### config.mk
export PLATFORM = sky130hd
export DESIGN_NAME = mem_fill_engine
export DESIGN_NICKNAME = d
export VERILOG_FILES = /design/src/rtl/mem_fill_engine.sv
export SDC_FILE = /design/constraint.sdc
export NUM_CORES = 1
export LEC_CHECK = 0
export CORE_UTILIZATION = 50
export CTS_CLUSTER_SIZE = 28
export DETAILED_ROUTE_END_ITERATION = 8
export PLACE_DENSITY = 0.89
export SLEW_MARGIN = 40
export SYNTH_ARGS = -nofsm -noshare
export SYNTH_HDL_FRONTEND = slang
export SYNTH_SLANG_ARGS = --single-unit
### constraint.sdc
create_clock -name clk -period 3.05 [get_ports clk]
set_input_delay 0.7625 -clock clk [delete_from_list [all_inputs] [get_ports clk]]
set_output_delay 0.7625 -clock clk [all_outputs]
set_load 0.01 [all_outputs]
### src/rtl/mem_fill_engine.sv
// mem_fill_engine: programmable-range RAM initialiser with pattern select, stall, abort and done pulse
module mem_fill_engine #(
    parameter int AW = 8,
    parameter int DW = 8
) (
    input  logic          clk,
    input  logic          rst_n,
    input  logic          en,
    output logic          rdy,
    input  logic [1:0]    mode,
    input  logic [AW-1:0] start_addr,
    input  logic [AW-1:0] last_addr,
    input  logic [DW-1:0] seed,
    input  logic          stall,
    input  logic          abort,
    output logic [AW-1:0] addr,
    output logic [DW-1:0] wrdata,
    output logic          wren,
    output logic          done
);
    typedef enum logic [1:0] {IDLE, WRITE, DONE} state_t;
    state_t state, state_nxt;
    logic [1:0]    mode_q;
    logic [AW-1:0] start_q, last_q, offset, ptr;
    logic [DW-1:0] seed_q, pattern;
    logic          last_write;
    assign ptr        = start_q + offset;
    assign last_write = wren && (ptr == last_q);
    always_ff @(posedge clk or negedge rst_n) begin
        if (!rst_n) state <= IDLE;
        else        state <= state_nxt;
    end
    always_comb begin
        state_nxt = state;
        case (state)
            IDLE:    state_nxt = en ? WRITE : IDLE;
            WRITE:   state_nxt = abort ? IDLE : last_write ? DONE : WRITE;
            default: state_nxt = IDLE;
        endcase
    end
    always_ff @(posedge clk or negedge rst_n) begin
        if (!rst_n) begin
            mode_q  <= '0;
            start_q <= '0;
            last_q  <= '0;
            seed_q  <= '0;
            offset  <= '0;
        end else if (state == IDLE && en) begin
            mode_q  <= mode;
            start_q <= start_addr;
            last_q  <= last_addr;
            seed_q  <= seed;
            offset  <= '0;
        end else if (wren && !last_write) begin
            offset  <= offset + 1'b1;
        end
    end
    // reverse pattern: (2^AW-1) - ptr is the bitwise complement in AW bits
    assign pattern = mode_q == 2'b00 ? DW'(ptr) :
                     mode_q == 2'b01 ? seed_q :
                     mode_q == 2'b10 ? DW'(~ptr) :
                                       seed_q + DW'(offset);
    always_comb begin
        rdy    = state == IDLE;
        done   = state == DONE;
        wren   = state == WRITE && !stall && !abort;
        addr   = state == WRITE ? ptr : '0;
        wrdata = state == WRITE ? pattern : '0;
    end
endmodule
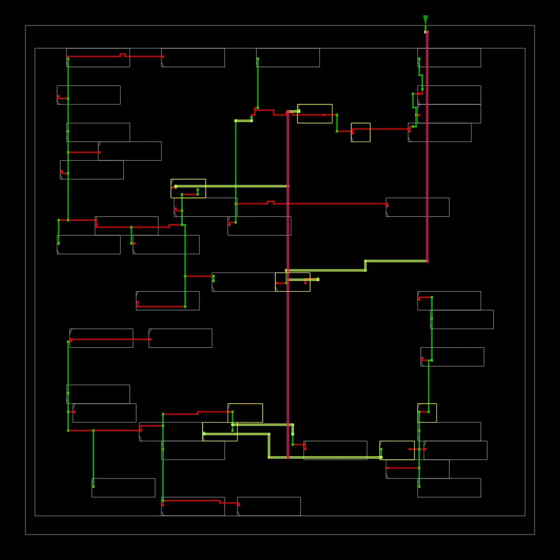
Figure 1: clock routing.
cts bufs inserted: 5
TritonCTS Sinks: 36
clk latency late pin: 0.31 ns

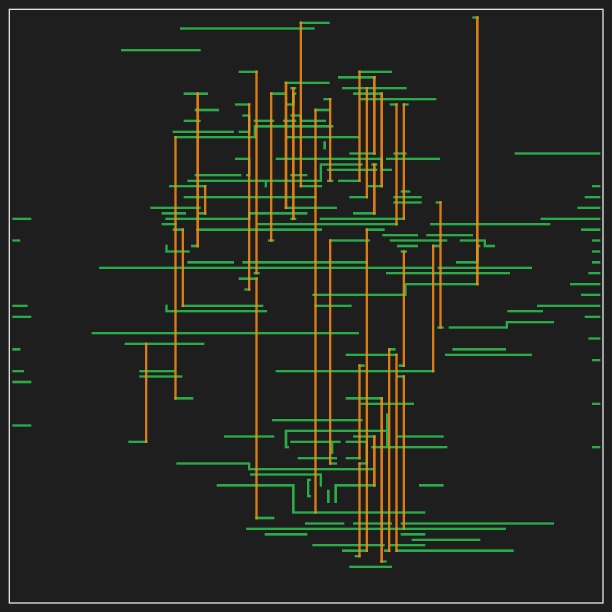
Figure 2: signal wires by layer.
Drawn at 8 px/um. Two of the layers only.
legend:
  M3:
    colour: green
    wire_length: 971 um
  M4:
    colour: orange
    wire_length: 635 um
final WL: 9890 um
Avg WL per Cell: 19.9 um

==> run_results.csv <==
group,metric,value,unit
logic_synthesis,top_cell,"nand2_1",
pwr,internal_power,1.30,mW
layout,diodes,0,
timing,fmax,288,MHz
route,wl_met2,4610,um
outcome,status,"complete, but fails checks",
layout,nFillCells,274,
flow_run,warnings,28,
layout,bufAreaShareNonClock,26.8,%
logic_synthesis,common_cells,"98 x nand2_1, 36 x dfrtp_1, 24 x nor2_1",
setup_path,cpPeakStageDelay,0.47,ns
timing,fin_ws,-0.417,ns
pwr,power_switching,0.888,mW
global_routing,top_usage_layer,"met2",
pwr,p_leak,1.94,nW
pwr,clkPwrFrac,17.2,%
floorplan,fp-utilization,53.5,%
setup_path,reg2reg_depth,12,
setup_path,path_class,"flop to output port",
logic_synthesis,synthAdderAreaFrac,8.78,%
global_routing,grt_usage,35.4,%
pwr,p_comb_share,52.1,%
pwr,pwr-share-seq,30.7,%
setup_path,crit_arrival,2.70,ns
floorplan,pin_count,50,
logic_synthesis,netlist_area,0.00259,mm^2
route,drc_errors,0,
logic_synthesis,synth.area.top_cells,"dfrtp_1 35%, nand2_1 14%, ha_1 7.2%",
layout,flop_area,902,um^2
timing,setup_viol,8,
route,drt.antenna.violating_nets,0,
logic_synthesis,aoi_share,17.1,%
layout,layout_top_cell,"nand2_1",
timing,period_minus_slack,3.47,ns
placement,dpl.hpwl,5790,um
logic_synthesis,ys_sh_simple,24.0,%
layout,n_all_buffers,127,
logic_synthesis,synth.yosys.num_cells,312,
layout,seq_cell_count,36,
route,dr_wl_met3,970,um
floorplan,core,0.00485,mm^2
outcome,violations,"negative setup slack",
timing,rsz0062_at_grt,"true",
clock_network,cts_resized,65,
placement,dp.cells,470,
logic_synthesis,yosysUniqueCellTypes,48,
setup_path,cp.depth,10,
## metrics by stage
stage                     TNS (ns)  total power, mW
after CTS                    -1.48             2.05
after detailed placement     -2.88             1.63
final                        -2.31             2.19
after floorplan                  0             1.20
after global routing         -3.43             2.28
after global placement       -2.15             1.59
## final timing paths
| check | startpoint | to | slack, ns |
|---|---|---|---|
| worst max-delay path | offset[1] | wrdata[6] | -0.42 |
| worst min-delay path | last_q[3] | last_q[3] | 0.49 |
| worst max register to register | offset[1] | offset[4] | 0.03 |
| worst min register to register | last_q[3] | last_q[3] | 0.49 |
| max in group asynchronous | rst_n | offset[1] | 1.83 |
| min in group asynchronous | rst_n | state[0] | 0.87 |
## worst min-delay path, cell delays in order, from the launching register on
cell,delay [ns]
dfrtp_1,0.35
nand2_1,0.05
nand2_1,0.06
Power and IR drop assume default switching activity.
